[config.mk]
export PLATFORM = sky130hd
export DESIGN_NAME = m_axi_stream
export DESIGN_NICKNAME = d
export VERILOG_FILES = /design/src/rtl/m_axi_stream.sv
export SDC_FILE = /design/constraint.sdc
export NUM_CORES = 1
export LEC_CHECK = 0
export CORE_MARGIN = 10
export CORE_UTILIZATION = 40
export CTS_CLUSTER_DIAMETER = 50
export CTS_CLUSTER_SIZE = 12
export DETAILED_ROUTE_END_ITERATION = 8
export SKIP_CTS_REPAIR_TIMING = 1
export SYNTH_ARGS = -nofsm -noshare
export SYNTH_HDL_FRONTEND = slang
export SYNTH_SLANG_ARGS = --single-unit
[constraint.sdc]
create_clock -name clk -period 4.8 [get_ports clk]
set_input_delay 0.48 -clock clk [delete_from_list [all_inputs] [get_ports clk]]
set_output_delay 0.48 -clock clk [all_outputs]
set_load 0.01 [all_outputs]
[src/rtl/m_axi_stream.sv]
// m_axi_stream: AXI4-Stream master.
// A start pulse drains exactly len words from a FIFO-style read buffer onto
// the stream. The buffer has a 1-cycle read latency. The final beat carries
// tlast, and done pulses after it. Throughput is one beat per cycle.
//
// Ports:
//   clk, xrst               clock, async active-low reset
//   start, len              transfer request (len latched on accept)
//   busy, done              status: busy while active, done 1-cycle pulse
//   tvalid/tready/tdata     AXI4-Stream master side
//   tstrb/tlast             byte strobes (all ones), final-beat marker
//   buf_isempty/buf_re      read-buffer handshake
//   buf_rdata               read data, valid the cycle after buf_re
module m_axi_stream #(
  parameter int DWIDTH  = 32,
  parameter int BUFSIZE = 10
) (
  input  logic                  clk,
  input  logic                  xrst,
  input  logic                  start,
  input  logic [BUFSIZE:0]      len,
  output logic                  busy,
  output logic                  done,
  output logic                  tvalid,
  input  logic                  tready,
  output logic [DWIDTH-1:0]     tdata,
  output logic [DWIDTH/8-1:0]   tstrb,
  output logic                  tlast,
  input  logic                  buf_isempty,
  output logic                  buf_re,
  input  logic [DWIDTH-1:0]     buf_rdata
);

  typedef enum logic [1:0] {S_IDLE, S_SEND, S_DONE} state_t;

  state_t             state, state_nx;
  logic [BUFSIZE:0]   len_r, issued, sent;
  logic               out_vld, skid_vld, infl, pop, accept;
  logic [DWIDTH-1:0]  skid;
  logic [2:0]         occ;

  assign accept = (state == S_IDLE) && start;
  assign pop    = out_vld && tready;
  assign occ    = {2'b0, out_vld} + {2'b0, skid_vld};
  assign tvalid = out_vld;
  assign tstrb  = '1;
  // sent only moves on a handshake, so tlast is stable while a beat is held
  assign tlast  = out_vld && (sent == len_r - 1'b1);

  // Words held plus the one in flight must leave room for the next return:
  // occ + infl - pop < 2, written without subtraction to avoid underflow.
  assign buf_re = (state == S_SEND) && (issued < len_r) && !buf_isempty &&
                  ((occ + {2'b0, infl}) < (3'd2 + {2'b0, pop}));

  always_ff @(posedge clk or negedge xrst) begin
    if (!xrst) state <= S_IDLE;
    else       state <= state_nx;
  end

  always_comb begin
    state_nx = state;
    busy     = (state != S_IDLE);
    done     = (state == S_DONE);
    case (state)
      S_IDLE: if (start) state_nx = (len == '0) ? S_DONE : S_SEND;
      S_SEND: if (pop && tlast) state_nx = S_DONE;
      S_DONE: state_nx = S_IDLE;
      default: state_nx = S_IDLE;
    endcase
  end

  always_ff @(posedge clk or negedge xrst) begin
    if (!xrst) begin
      len_r    <= '0;
      issued   <= '0;
      sent     <= '0;
      infl     <= 1'b0;
      out_vld  <= 1'b0;
      skid_vld <= 1'b0;
      tdata    <= '0;
      skid     <= '0;
    end else begin
      infl <= buf_re;
      if (accept) begin
        len_r    <= len;
        issued   <= '0;
        sent     <= '0;
        out_vld  <= 1'b0;
        skid_vld <= 1'b0;
      end else begin
        if (buf_re) issued <= issued + 1'b1;
        if (pop)    sent   <= sent + 1'b1;
        // Output reg is always older than skid; skid refills it on a pop,
        // and a returning word lands in the youngest free slot.
        if (pop) begin
          if (skid_vld) begin
            tdata <= skid;
            if (infl) skid     <= buf_rdata;
            else      skid_vld <= 1'b0;
          end else if (infl) begin
            tdata <= buf_rdata;
          end else begin
            out_vld <= 1'b0;
          end
        end else if (infl) begin
          if (!out_vld) begin
            tdata   <= buf_rdata;
            out_vld <= 1'b1;
          end else begin
            skid     <= buf_rdata;
            skid_vld <= 1'b1;
          end
        end
      end
    end
  end

endmodule
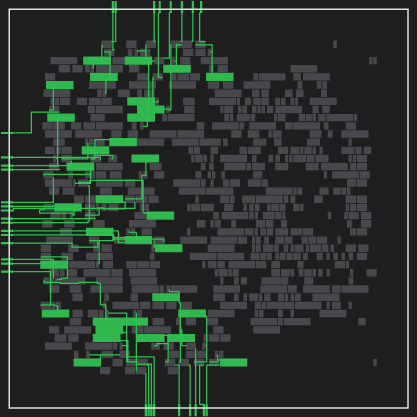
(port wiring)
Drawn at 3 px/um.
port	colour	bits	direction	edge	end cells	buffers	wire
tdata	green	32	output	15 left, 9 bottom, 8 top	32	32	1340 um

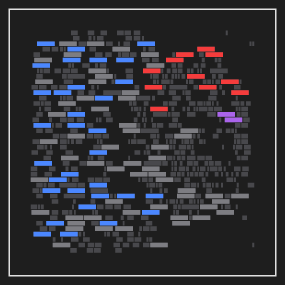
(where the registers sit)
Drawn at 2 px/um. Other sequential cells in the stronger grey, the rest of the logic in the fainter grey.
signal	colour	sequential cells
skid	blue	32
state	purple	2
issued	red	11
not coloured	57
P_seq: 1460 uW
sequential cell area share: 40.10%
final core utilization: 50.85%
register area: 2552 um2

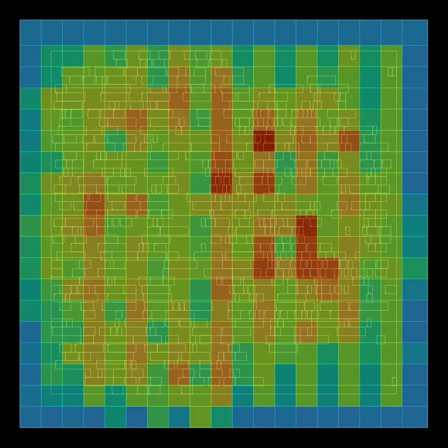
(congestion heat map)
most used routing layer: met2
GRT Overall Usage: 13.92%
GR Util met3: 6.283%

==> run notes <==
run results: outcome completed, ao+oa area frac 11.20%, fp_density 40.41%, Area after DPL between 6000 and 7000 um2, Top area cell types dfrtp_1 (50%), mux2_2 (7.3%), mux2i_1 (6.7%), row count roughly 41, Post-synth EDFFs 0, Seq cells 102, CP Capture Type output pin, RSZ-0062 raised after global routing no, Worst path top cell family by delay buffers and inverters, FF-to-FF path depth 8, Leak about 0.0028 uW, Reg clk slew, reported paths 0.07 ns, Max Fanout on Critical Path 6, Worst setup endpoint tlast, Max Root-Sink Buffers 2, fraction of area in non-clock buffers 13.64%, vias per cell 5.112, Clock Skew 0.008555 ns, Min Hold Slack 0.3007 ns, r2r setup slk 2.21 ns, DRC viols 0, Syn Area/Cell between 10 and 15 um2, Buf+Inv Stages, Crit Path 2, XOR Share, Synth 3.290%, Final Non-Filler Cells 738, logic gate share of total power 38.6%, multi-input gates about 340, tool warnings 26, Final HPWL DP 8588 um, cts bufs inserted 9, initial antenna violation count 0, Max VDD drop 0.0003369 V, PD cells 570.3 nW/um2, Post-Synthesis Cells 484, critical path launch point len_r[0], Flops after synth between 100 and 150, Switching Share 34.91%, most common cell in the synthesized netlist dfrtp_1, most frequent cells in the layout dfrtp_1 (102), clkdlybuf4s50_1 (83), nor2_1 (49), a21oi_1 (49), crit path DRT 4.32 ns, Ant. Diodes 0, final setup margin 1.209 ns, Mux area share between 10 and 15%, Die Height 132.5 um, fill count 1184, core area 12520 um2, GRT Residual Overflow 0, Worst path slowest cell clkdlybuf4s50_1, Seq share, synth 50.46%, Final Total Pwr 3630 uW, internal power 2363 uW, largest family of logic cells by area multiplexers, Netlist Area Pre-Place 5059 um2, # setup viols final 0, Ys Warns 0, routed via count 3773, WP depth 8, # Cells Yosys 484, # Taps around 170, CP Launch Type flop, chip area 17540 um2, met1 Usage GRT 17.07%, clock buf count 10, max-cap viol count 0, Placed Instances 722, Worst Setup Path Type flop to output pin, Max Fclk between 0.2 and 0.3 GHz, share of cells above drive strength 1 10.95%, Layout area overhead 25.82%, Gate Area between 2000 and 2500 um2, CTS tree done, Adders+Majority by Area approximately 3.6%, Yosys top cell by area dfrtp_1, M2 GR Usage a little over a fifth, Area leader share roughly half, Net Sw Power 1267 uW, H-tree Lvls 3, Yosys cell types ~48, Pre-antenna DRT Iters 4, final instance area 6365 um2, post-route minimum period around 3.6 ns, I/O pin count 89, Largest cell class flip-flops and latches, Final Hold Viols 0, layout net count about 620, per-cell routed wire length 16.37 um
[power by group through the flow]
| stage | Clock, uW | Combinational [uW] | Sequential, uW |
|---|---|---|---|
| after floorplan | 0 | 833 | 1470 |
| after global placement | 0 | 1400 | 1460 |
| after detailed placement | 0 | 1420 | 1470 |
| after CTS | 795 | 1430 | 1460 |
| after global routing | 828 | 1580 | 1510 |
| final | 769 | 1400 | 1460 |
[metal layers]
| layer | share of wire [%] | vias to the layer above |
|---|---|---|
| met3 | 7.5 | 8 |
| met5 | 0 | - |
| met1 | 46 | 1835 |
| met4 | 0.73 | 0 |
| li1 | - | 1850 |
| met2 | 46 | 80 |
No activity file was given, so power comes from the tool's default toggle rates.
